Gate-type map:
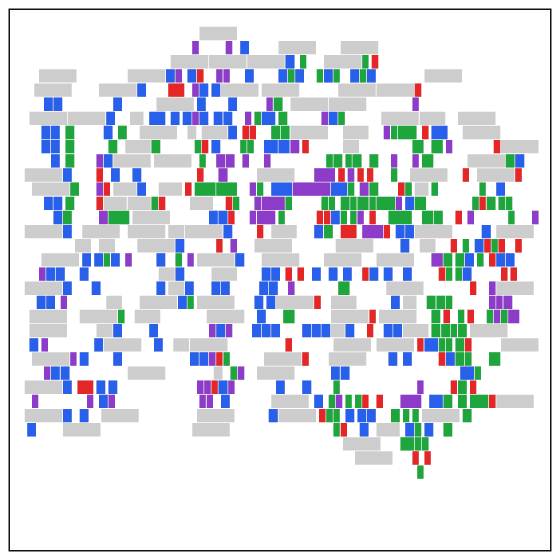
Sequential cells grouped by signal name:
Bar = 20 um. Other sequential cells in the stronger gray, the rest of the logic in the fainter gray.
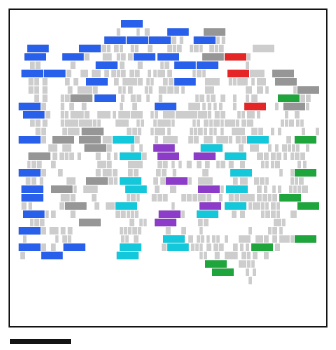
Signal wires by layer:
Only two layers are drawn.
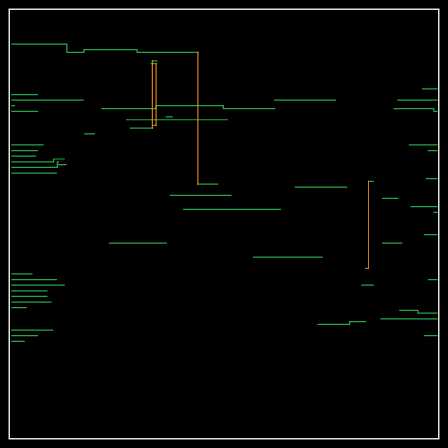
Cell sizes after repair:
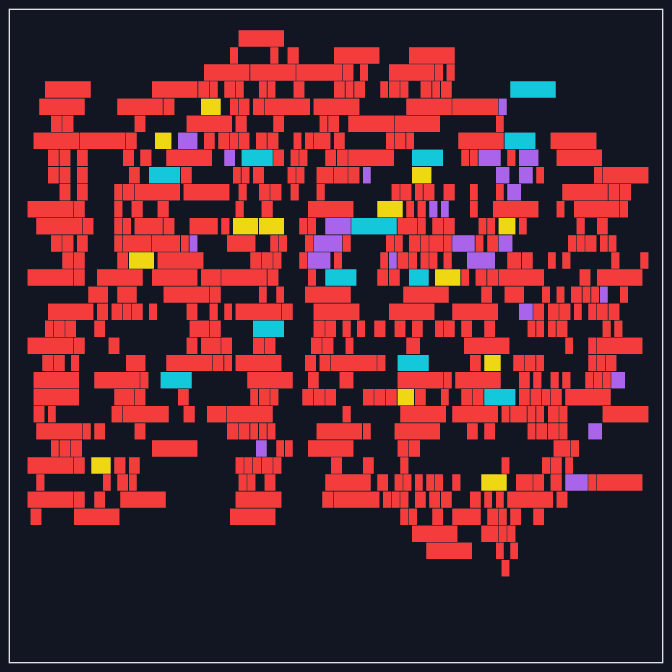
$ cat config.mk
export PLATFORM = sky130hd
export DESIGN_NAME = imem_boot_loader
export DESIGN_NICKNAME = d
export VERILOG_FILES = /design/src/rtl/imem_boot_loader.sv
export SDC_FILE = /design/constraint.sdc
export NUM_CORES = 1
export LEC_CHECK = 0
export ABC_AREA = 1
export CAP_MARGIN = 25
export CORE_MARGIN = 2
export CORE_UTILIZATION = 40
export CTS_BUF_LIST = sky130_fd_sc_hd__clkbuf_4 sky130_fd_sc_hd__clkbuf_8
export DETAILED_ROUTE_END_ITERATION = 8
export DONT_BUFFER_PORTS = 1
export GPL_ROUTABILITY_DRIVEN = 1
export PLACE_DENSITY = 0.62
export SLEW_MARGIN = 5
export SYNTH_ARGS = -nofsm -noshare
export SYNTH_HDL_FRONTEND = slang
export SYNTH_SLANG_ARGS = --single-unit
$ cat constraint.sdc
create_clock -name clk -period 6.1 [get_ports clk]
set_input_delay 0.61 -clock clk [delete_from_list [all_inputs] [get_ports clk]]
set_output_delay 0.61 -clock clk [all_outputs]
set_load 0.005 [all_outputs]
$ cat src/rtl/imem_boot_loader.sv
// Boot loader: turns a byte stream into little-endian 32-bit words and writes them into instruction memory. It holds the core in reset until a complete image with a valid XOR checksum is loaded.
// Latency: imem_we pulses on the cycle after the 4th byte of a word is accepted. Peak rate is one word per 5 cycles.
// Backpressure: rx_ready is low during the write cycle, in DONE/ERROR and while rst is high. A byte offered while rx_ready is low stays with the source.
//
// Ports:
//   clk, rst                  : clock; synchronous active-high reset
//   rx_data/rx_valid/rx_ready : byte stream in (valid/ready)
//   imem_we/addr/wdata        : instruction-memory write port, one strobe per word
//   core_rst                  : high holds the core in reset; drops on entry to DONE
//   busy/done/error           : load status
//   error_code                : 00 none, 01 length overflow, 10 checksum mismatch
module imem_boot_loader #(
    parameter int ADDR_WIDTH = 8
) (
    input  logic                  clk,
    input  logic                  rst,
    input  logic [7:0]            rx_data,
    input  logic                  rx_valid,
    output logic                  rx_ready,
    output logic                  imem_we,
    output logic [ADDR_WIDTH-1:0] imem_addr,
    output logic [31:0]           imem_wdata,
    output logic                  core_rst,
    output logic                  busy,
    output logic                  done,
    output logic                  error,
    output logic [1:0]            error_code
);

    // The word index is one bit wider than the address so that a full
    // 2^ADDR_WIDTH-word image can be counted.
    localparam int          CW        = ADDR_WIDTH + 1;
    localparam logic [16:0] MAX_WORDS = 17'd1 << ADDR_WIDTH;

    typedef enum logic [2:0] {
        S_LEN_LO,
        S_LEN_HI,
        S_DATA,
        S_WRITE,
        S_CKSUM,
        S_DONE,
        S_ERROR
    } state_t;

    state_t          r_state;
    state_t          w_state_nxt;
    logic [1:0]      w_err_code_nxt;

    logic [7:0]      r_len_lo;
    logic [15:0]     r_len;
    logic [CW-1:0]   r_word_idx;
    logic [1:0]      r_byte_idx;
    logic [31:0]     r_word;
    logic [7:0]      r_xor;

    logic            r_core_rst;
    logic            r_busy;
    logic            r_done;
    logic            r_error;
    logic [1:0]      r_error_code;

    logic            w_rx_ready;
    logic            w_accept;
    logic [15:0]     w_len_rx;
    logic [CW-1:0]   w_idx_inc;

    // rx_ready depends only on state and rst, never on rx_valid, so there is
    // no combinational path from rx_valid to rx_ready.
    assign w_rx_ready = !rst && ((r_state == S_LEN_LO) || (r_state == S_LEN_HI) ||
                                 (r_state == S_DATA)   || (r_state == S_CKSUM));
    assign w_accept   = rx_valid && w_rx_ready;
    assign w_len_rx   = {rx_data, r_len_lo};
    assign w_idx_inc  = r_word_idx + CW'(1);

    // State register and registered status outputs.
    always_ff @(posedge clk) begin
        if (rst) begin
            r_state      <= S_LEN_LO;
            r_core_rst   <= 1'b1;
            r_busy       <= 1'b0;
            r_done       <= 1'b0;
            r_error      <= 1'b0;
            r_error_code <= 2'b00;
        end else begin
            r_state      <= w_state_nxt;
            r_core_rst   <= (w_state_nxt != S_DONE);
            r_busy       <= (w_state_nxt == S_DATA) || (w_state_nxt == S_WRITE) ||
                            (w_state_nxt == S_CKSUM);
            r_done       <= (w_state_nxt == S_DONE);
            r_error      <= (w_state_nxt == S_ERROR);
            r_error_code <= w_err_code_nxt;
        end
    end

    // Next-state logic.
    always_comb begin
        w_state_nxt    = r_state;
        w_err_code_nxt = r_error_code;
        case (r_state)
            S_LEN_LO: begin
                if (w_accept) w_state_nxt = S_LEN_HI;
            end
            S_LEN_HI: begin
                if (w_accept) begin
                    if ({1'b0, w_len_rx} > MAX_WORDS) begin
                        w_state_nxt    = S_ERROR;
                        w_err_code_nxt = 2'b01;
                    end else if (w_len_rx == 16'd0) begin
                        w_state_nxt = S_CKSUM;
                    end else begin
                        w_state_nxt = S_DATA;
                    end
                end
            end
            S_DATA: begin
                if (w_accept && (r_byte_idx == 2'd3)) w_state_nxt = S_WRITE;
            end
            S_WRITE: begin
                if (17'(w_idx_inc) == {1'b0, r_len}) w_state_nxt = S_CKSUM;
                else                                 w_state_nxt = S_DATA;
            end
            S_CKSUM: begin
                if (w_accept) begin
                    if (rx_data == r_xor) begin
                        w_state_nxt = S_DONE;
                    end else begin
                        w_state_nxt    = S_ERROR;
                        w_err_code_nxt = 2'b10;
                    end
                end
            end
            S_DONE:  w_state_nxt = S_DONE;
            S_ERROR: w_state_nxt = S_ERROR;
            default: w_state_nxt = S_LEN_LO;
        endcase
    end

    // Length capture, word assembly, checksum accumulation and word counter.
    always_ff @(posedge clk) begin
        if (rst) begin
            r_len_lo   <= 8'd0;
            r_len      <= 16'd0;
            r_word_idx <= '0;
            r_byte_idx <= 2'd0;
            r_word     <= 32'd0;
            r_xor      <= 8'd0;
        end else begin
            if ((r_state == S_LEN_LO) && w_accept) r_len_lo <= rx_data;
            if ((r_state == S_LEN_HI) && w_accept) r_len    <= w_len_rx;
            if ((r_state == S_DATA) && w_accept) begin
                // Little-endian: the first byte of a word lands in bits 7:0.
                r_word[{r_byte_idx, 3'b000} +: 8] <= rx_data;
                r_byte_idx                        <= r_byte_idx + 2'd1;
                r_xor                             <= r_xor ^ rx_data;
            end
            if (r_state == S_WRITE) r_word_idx <= w_idx_inc;
        end
    end

    // The write strobe is decoded from state and gated by rst. A reset that
    // arrives during the write cycle therefore suppresses that write.
    assign imem_we    = (r_state == S_WRITE) && !rst;
    assign imem_addr  = r_word_idx[ADDR_WIDTH-1:0];
    assign imem_wdata = r_word;
    assign rx_ready   = w_rx_ready;
    assign core_rst   = r_core_rst;
    assign busy       = r_busy;
    assign done       = r_done;
    assign error      = r_error;
    assign error_code = r_error_code;

endmodule
==> Changelog: implementation <==
## Implementation

- Fillers: 1,054
- Later-pin clock latency in the skew report: 350 ps
- Tap Cells: 133
- Count of warning messages emitted by the tools: 30
- Worst Setup EP: imem_we
- Required time at the worst-slack endpoint: 5490 ps
- Peak supply drop: 0.142 mV
- Highest cell delay on the worst timing path: 550 ps
- Clock tree from TritonCTS: built
- CP Max Fanout: 12
- Number of global-route vias before repair: 3,260
- Top logic cells by instance count in the layout: dfxtp_1, a21oi_1, nand2_1
- Top layer used by detailed routing: met4
- Register area share after synthesis: 42.2%
- DR pass1 iterations: 5
- Total count of max-transition violations in the final report: 0
- Area of the core: 9730 um^2
- Number of logic inverters in the finished layout: 67
- Cell-by-cell trace of the critical path: nand2_1 > nor2_1 > inv_1 > nor2_1
- Synthesized registers: 84
- Count of library flops with an enable pin: 0
- First-pass GRT wire length: 15,500 um
- Root cell of the clock tree: clkbuf_8
- FP Rows: 36
- Cell taking the most area after synthesis: dfxtp_1
- Start point of the critical path: r_state[0]
- Post-layout period usage: 41.5%
- YS warnings: 0
- Post-synthesis adder-cell area fraction: 1.88%
- Post-synthesis cell count: 538
- H-tree depth: 3
- Met3 track demand over resource: 6.17%
- Resize count post-CTS: 0
- Total I/O pin count: 59
- Mean cell area of the mapped netlist: 7.40 um^2
- Maximum number of pins on one net before global-route repair: 68
- Detail Placement HPWL: 6380 um
- Count of antenna-violating nets left after detailed routing: 0
- Port Buf Inserts: 0
- Leak: 1.71 nW
- Setup repair after global routing missed its margin: no
- Least-Margin Pin Slew: 831 ps
- Area share, top type: 42.2%
- Routed length per placed instance: 13.9 um
- Total global routing overflow: 0
- Clock sink count: 84
- Met2 WL: 4290 um
- Post-CTS Hold Buffers: 0
- Asr flop ratio synth: 0%
- Share of synthesized cell area in and, or, nand and nor gates: 22.9%
- Main logic family after synthesis: simple AND/OR/NAND/NOR gates
- Startpoint Class: register
- Crit path capture type: primary output
- Power density normalized to cell area: 236 nW/um^2
- Most used routing layer in global routing: met2
- # clk buffers: 10
- Fraction of synthesized cell area in xor and xnor cells: 1.98%
- Fraction of cell area in non-clock buffers: 0.484%
- Register-to-register setup slack: 3690 ps
- Routed vias/inst: 5.04
- Most frequent cell on the critical path: nor2_1
- Post-Synth AOI/OAI Area: 19.3%
- Post-Synthesis Cell Area: 3980 um^2
- Result of the run: finished, final reports clean
- Clock-pin slew reported for the worst setup and hold paths after clock tree synthesis: 90 ps
- Slowest cell on crit path: nor2_1
- Pre-Place Util: 40.9%
- Worst r2r dst: imem_wdata[2]
- Detailed Route Iter0 Violations: 175
- Final hold vios: 0
- Multi-input combinational cell count: 354
- Tally of unique sky130hd cells used after synthesis: 37
- Cell types with the highest counts after synthesis: dfxtp_1, a21oi_1, nand2_1
- Clock skew: 10.9 ps
- Net total in the final layout: 534
- Routability Congestion: 0.824
- Post-Syn Nets: 555
- Total die size: 10,800 um^2
- Initial antenna violation count: 0
- Proportion of cell area spent on the clock network: 4.17%
- Number of buffers inserted to repair setup after CTS: 0
- Source of the worst register-to-register timing path: r_byte_idx[0]
- Top cell type by instance count after synthesis: dfxtp_1
- Post-layout min period: 2530 ps
- Multi-input gate area: 1830 um^2
- GR met2 Demand/Resource: 28.9%
- Min-Delay Path Depth: 1
- Main area contributors after synthesis: dfxtp_1, a21oi_1, o21ai_0
- Worst path arrival time: 1920 ps
- Horizontal die size: 104 um
- Number of cells in Yosys stat: 538
- Type of the worst min-delay path: input pin to register
- Cell count of the worst reg-to-reg path: 5
- Wire length on met3: 492 um
## Picture notes: 'gate-type map'
| color | family | cells |
|---|---|---|
| red | inverters | 67 |
| green | NAND gates | 123 |
| purple | NOR gates | 69 |
| blue | inverting AOI/OAI gates | 147 |
highest-count logic cell in the final layout: dfxtp_1
multi-input gate share of the layout cell area: 44.3%
post-layout instance count excluding filler cells: 655

## Picture notes: 'sequential cells grouped by signal name'
| color | netlist name | sequential cells |
|---|---|---|
| green | `r_word_idx` | 9 |
| red | `r_state` | 3 |
| blue | `imem_wdata` | 32 |
| purple | `r_len_lo` | 8 |
| cyan | `r_len` | 16 |
Reg area: 1680 um^2
utilization of the core after routing: 42.6%
flop share of the area: 40.6%
Flop+latch power: 0.000565 W

## Picture notes: 'signal wires by layer'
| color | layer | wire length |
|---|---|---|
| orange | met4 | 84.3 um |
| green | met3 | 493 um |
via total after detailed routing: 3,301
total track usage: 17.6%
total detailed-routing wirelength: 9110 um

## Picture notes: 'cell sizes after repair'
| color | size | cells | share |
|---|---|---|---|
| purple | drive 2 | 25 | 4.8% |
| yellow | drive 3 to 4 | 13 | 2.5% |
| red | drive 1 or less | 472 | 90% |
| cyan | drive 6 and up | 12 | 2.3% |
final worst slack: 3570 ps
P&R area growth vs syn: 3.93%
Layout Cell Area excl Fill: 4140 um^2
non-clock buffer count: 1

-- sequential cells by signal, indices dropped and copies added, names as in the netlist, 2 cells and up --
name,cells
imem_wdata,32
r_len,16
r_word_idx,9
r_len_lo,8
r_xor,8
r_state,3
error_code,2
r_byte_idx,2
-- through the flow --
| step | setup WS [ps] | power [W] |
|---|---|---|
| detailed placement | 3200 | 0.000638 |
| global route | 3340 | 0.00103 |
| finish | 3570 | 0.000979 |
| floorplan | 3930 | 0.000633 |
| CTS | 3540 | 0.000987 |
| global placement | 3280 | 0.000636 |
-- power by group --
group / leakage, nW / switching, W / internal [W] / total (W)
clock network: 0.0817 / 0.000201 / 0.000152 / 0.000352
registers: 0.679 / 0.00000643 / 0.000559 / 0.000565
logic: 0.949 / 0.0000409 / 0.0000203 / 0.0000611
Power figures rest on the tool's default switching activity, not on a simulated workload.
